Fig. 1: power grid
Pins as bars on the die edge. Tap cells in gray.
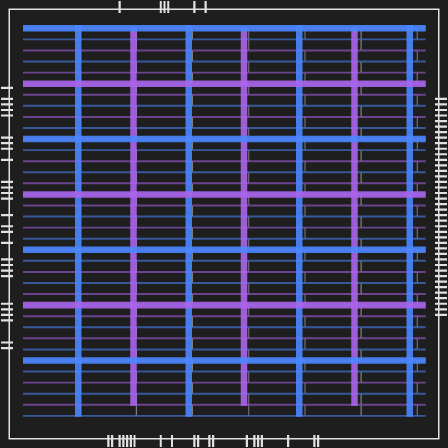
Fig. 2: clock nets
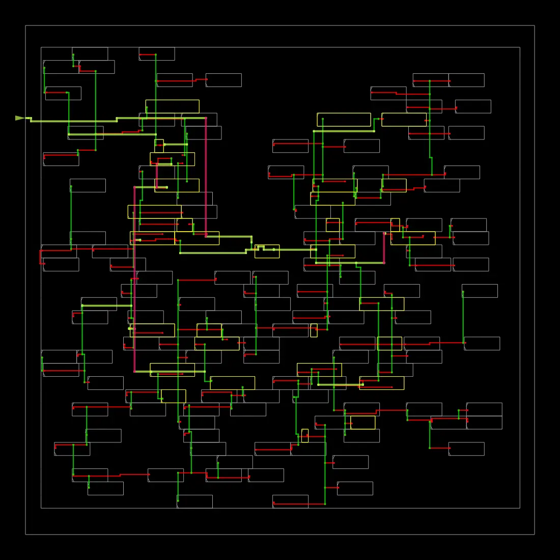
Fig. 3: placement by cell class
Bar = 20 um.
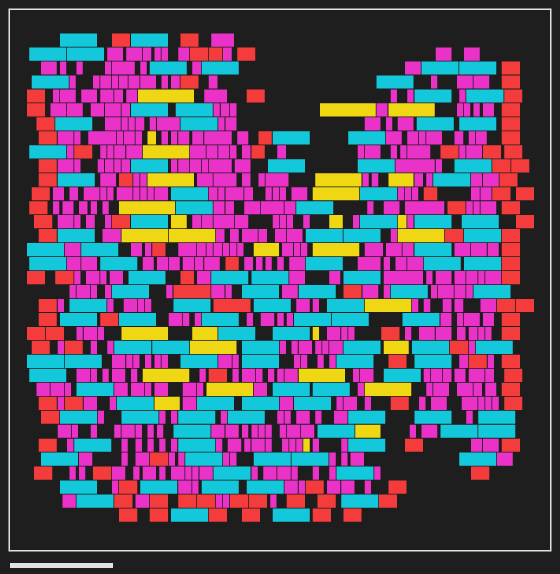
Fig. 4: clock wires, drivers and flops
Bar = 20 um.
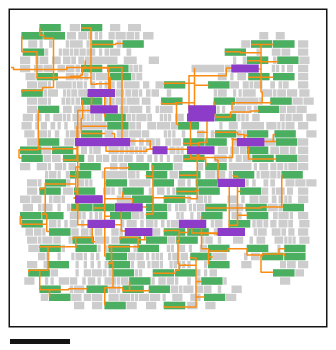
===== src/rtl/i_buf_controller.sv =====
// i_buf_controller: packs a RAW8 video stream four pixels per word into a linebuffer and pulses line/frame events.
// Optional macro I_BUF_PARTIAL_FLUSH_EN writes the trailing partial word of a short line.
module i_buf_controller #(
    parameter int ADDRESS_WIDTH  = 32,
    parameter int DISPLAY_WIDTH  = 640,
    parameter int DISPLAY_HEIGHT = 480
) (
    input  logic                     pclk,
    input  logic                     reset_n,
    input  logic                     i_vsync,
    input  logic                     i_vde,
    input  logic [7:0]               i_data,
    output logic [ADDRESS_WIDTH-1:0] addr,
    output logic [31:0]              o_data,
    output logic                     wr_en,
    output logic                     line_ready,
    output logic                     frame_ready,
    output logic [12:0]              line_count,
    output logic                     err_line_len
);
    localparam int CW = $clog2(DISPLAY_WIDTH + 2);
    localparam logic [CW-1:0] W_C = CW'(DISPLAY_WIDTH);
    localparam logic [CW-1:0] W_OVER = CW'(DISPLAY_WIDTH + 1);
    localparam logic [12:0] H_C = 13'(DISPLAY_HEIGHT);

    typedef enum logic [1:0] {WAIT_FRAME, WAIT_LINE, ACTIVE, LINE_DONE} state_t;

    state_t          state_q;
    logic            vsync_q;
    logic [CW-1:0]   cnt_q;
    logic [CW-1:0]   cnt_d;
    logic [23:0]     word_q;
    logic [31:0]     word_d;
    logic [12:0]     line_d;
    logic            frame_start;

    assign frame_start = vsync_q & ~i_vsync;
    assign cnt_d       = cnt_q + CW'(1);
    assign word_d      = {word_q, i_data};
    assign line_d      = line_count + 13'd1;

    always_ff @(posedge pclk) begin
        if (!reset_n) begin
            state_q      <= WAIT_FRAME;
            vsync_q      <= 1'b1;
            cnt_q        <= '0;
            word_q       <= '0;
            addr         <= '0;
            o_data       <= '0;
            wr_en        <= 1'b0;
            line_ready   <= 1'b0;
            frame_ready  <= 1'b0;
            line_count   <= '0;
            err_line_len <= 1'b0;
        end else begin
            vsync_q      <= i_vsync;
            wr_en        <= 1'b0;
            line_ready   <= 1'b0;
            frame_ready  <= 1'b0;
            err_line_len <= 1'b0;
            if (wr_en) addr <= addr + ADDRESS_WIDTH'(1);
            if (frame_start) begin
                state_q    <= WAIT_LINE;
                line_count <= '0;
                addr       <= '0;
                cnt_q      <= '0;
            end else begin
                case (state_q)
                    WAIT_FRAME: ;
                    WAIT_LINE: if (i_vde) begin
                        state_q <= ACTIVE;
                        word_q  <= word_d[23:0];
                        cnt_q   <= CW'(1);
                    end
                    ACTIVE: if (!i_vde) begin
                        state_q      <= LINE_DONE;
                        line_ready   <= 1'b1;
                        err_line_len <= cnt_q != W_C;
                        line_count   <= line_d;
                        frame_ready  <= line_d == H_C;
                        cnt_q        <= '0;
                        addr         <= '0;
`ifdef I_BUF_PARTIAL_FLUSH_EN
                        // the last full word's address bump already happened, so addr is the next index
                        if (cnt_q[1:0] != 2'b00 && cnt_q <= W_C) begin
                            wr_en  <= 1'b1;
                            o_data <= {word_q, 8'h00} << {~cnt_q[1:0], 3'b000};
                            addr   <= addr;
                        end
`endif
                    end else if (cnt_q < W_C) begin
                        cnt_q  <= cnt_d;
                        word_q <= word_d[23:0];
                        if (cnt_d[1:0] == 2'b00) begin
                            wr_en  <= 1'b1;
                            o_data <= word_d;
                        end
                    end else begin
                        cnt_q <= W_OVER;
                    end
                    LINE_DONE: begin
                        state_q <= (line_count == H_C) ? WAIT_FRAME : WAIT_LINE;
                        addr    <= '0;
                    end
                endcase
            end
        end
    end
endmodule


===== config.mk =====
export PLATFORM = sky130hd
export DESIGN_NAME = i_buf_controller
export DESIGN_NICKNAME = d
export VERILOG_FILES = /design/src/rtl/i_buf_controller.sv
export SDC_FILE = /design/constraint.sdc
export NUM_CORES = 1
export LEC_CHECK = 0
export CAP_MARGIN = 25
export CORE_MARGIN = 3
export CORE_UTILIZATION = 52
export DETAILED_ROUTE_END_ITERATION = 10
export PLACE_DENSITY = 0.91
export SLEW_MARGIN = 25
export SYNTH_ARGS = -nofsm -noshare
export SYNTH_HDL_FRONTEND = slang
export SYNTH_SLANG_ARGS = --single-unit

===== constraint.sdc =====
create_clock -name pclk -period 2.21 [get_ports pclk]
set_input_delay 0.3315 -clock pclk [delete_from_list [all_inputs] [get_ports pclk]]
set_output_delay 0.3315 -clock pclk [all_outputs]
set_load 0.02 [all_outputs]

==> flow_summary.ini <==
; generated from flow reports
[status]
status = finished clean

[layout]
buf_share_pct = 15.1
layout.cells.most_common = nand2_1
nFillCells = 700
largest_cell_class = combinational gates
area_delta_synth_final_pct = 32.2
seq_cells = 118
nNonClkBuffers = 102
nClkBuffers = 24
final-comb-area_sq_um = 2560
inv_count = 12
diodes = 0

[power_and_ir_drop]
power_per_cell_area_nw_per_um2 = 761
ir_drop_uv = 444
power_leakage_nw = 2.30
p_total_mw = 5.14

[floorplanning]
die-area_sq_um = 11100
tapCellCount = 129
die_h_um = 105
die_w_um = 105

[placement]
port_buffers = 92
gp_congestion = 0.891
hpwl_um = 8140

[global_route]
gr-total-overflow = 0
antenna_found_initial = 0
grt_first_pass_wirelength_um = 20600
groute.usage.overall_pct = 22.4
grt_pass1_vias = 4413

[critical_path]
endpoint_kind = flop
worstPathArrival_ns = 2.44
cp_max_fo = 8
required_ns = 2.61

[synthesis]
synth.most_common_cell = nand2_1
async_reset_ff_share_pct = 0
yosysTopAreaCellShare_pct = 46.2
top_cells_by_area = dfxtp_1, nand2_1, a21boi_0
synth_area_sq_um = 5110
synth-seq-cells = 118
ys_top_cells_by_count = nand2_1, dfxtp_1, nor2_1, a21boi_0, xor2_1
ys_seq_share_pct = 46.2
yosysCellCount = 601

[clock_network]
cts.reportedPaths.clkPinSlew_ns = 0.06
cts_resized = 0
cts_tree = yes

[route]
via_per_inst = 5.41
wl_per_cell_um = 14.7

[final_timing]
fin_crit_ns = 2.05
fin_setup_tns_ns = 0
hold_viol = 0
setup_ws_ns = 0.163
maxSlewViolCount = 0
max_freq_mhz = 489

[job]
maxCapViolCount = 0
-- Fig. 1 (at the start) --
blue -> VSS
purple -> VDD
signal pins = 93
rows = 35

-- Fig. 2 (at the start) --
clk sinks: 118
Post-Route Skew: 0.00967 ns

-- Fig. 3 (at the start) --
magenta -> all other logic  # cells 453, share of their area 40%
red -> other buffers and delay cells  # cells 102, share of their area 15%
yellow -> clock drivers and dummy loads  # cells 31, share of their area 9.2%
cyan -> flip-flops  # cells 118, share of their area 36%
core area: 9420 sq um
utilization of the core after routing: 71.8%

-- Fig. 4 (at the start) --
orange -> clock wires  # length 1,370 um
purple -> cells driving clock nets  # count 17
green -> flip-flops  # count 118
routed clock nets = 18
clock share of power: 53.8%
Clock group: 2.77 mW
Latency at later pin: 0.50 ns

==> final timing paths <==
| kind | start | to | slack, ns | cells after the start |
|---|---|---|---|---|
| max | line_count[1]$_SDFFE_PP0P_ | frame_ready$_SDFF_PP0_ | 0.16 | 5 |
| min | i_data[0] | word_q[0]$_SDFFE_PN0P_ | 0.44 | 3 |
| max reg2reg | line_count[1]$_SDFFE_PP0P_ | frame_ready$_SDFF_PP0_ | 0.16 | 5 |
| min reg2reg | o_data[28]$_SDFFE_PN0P_ | o_data[28]$_SDFFE_PN0P_ | 0.46 | 2 |
==> cells by family after synthesis <==
logic type	synth area share, %
and+or+nand+nor	26.2
DFF	46.2
AOI/OAI and AO/OA	12.3
xor gates and xnor gates	8.57
buffers and inverters	3.70
adders and majority gates	2.20
muxes	0.808
==> power by group <==
group          internal [mW]  leakage (nW)  switching (mW)
Sequential              2.15         0.951          0.0174
Combinational         0.0837          1.05           0.127
Clock                   1.86         0.298           0.907
==> per-layer routing <==
metal / vias to the layer above / GRT usage [%]
met4: 0 / 7.78
met3: 22 / 4.45
met1: 2133 / 26.8
met2: 164 / 39.7
met5: - / 0
li1: 2189 / -
==> registers in the layout, indices dropped and copies added (netlist names) <==
name,cells
line_count,13
word_q,24
line_ready,1
frame_ready,1
vsync_q,1
o_data,32
addr,32
wr_en,1
state_q,2
cnt_q,10
err_line_len,1
==> worst max-delay path: stages (launching register included) <==
cell       delay, ns
dfxtp_1         0.47
ha_1            0.27
nand3_1         0.21
a2111oi_0       0.43
o211ai_1        0.16
a2111oi_2       0.39
==> metrics by stage <==
step	cells	instance area, sq um	hold WS [ns]
2_1_floorplan	601	5110	0.431
3_3_place_gp	802	6150	0.443
3_5_place_dp	802	6150	0.451
4_1_cts	833	6760	0.429
5_1_grt	833	6760	0.446
6_report	833	6760	0.437
No activity file was given, so power comes from the tool's default toggle rates.
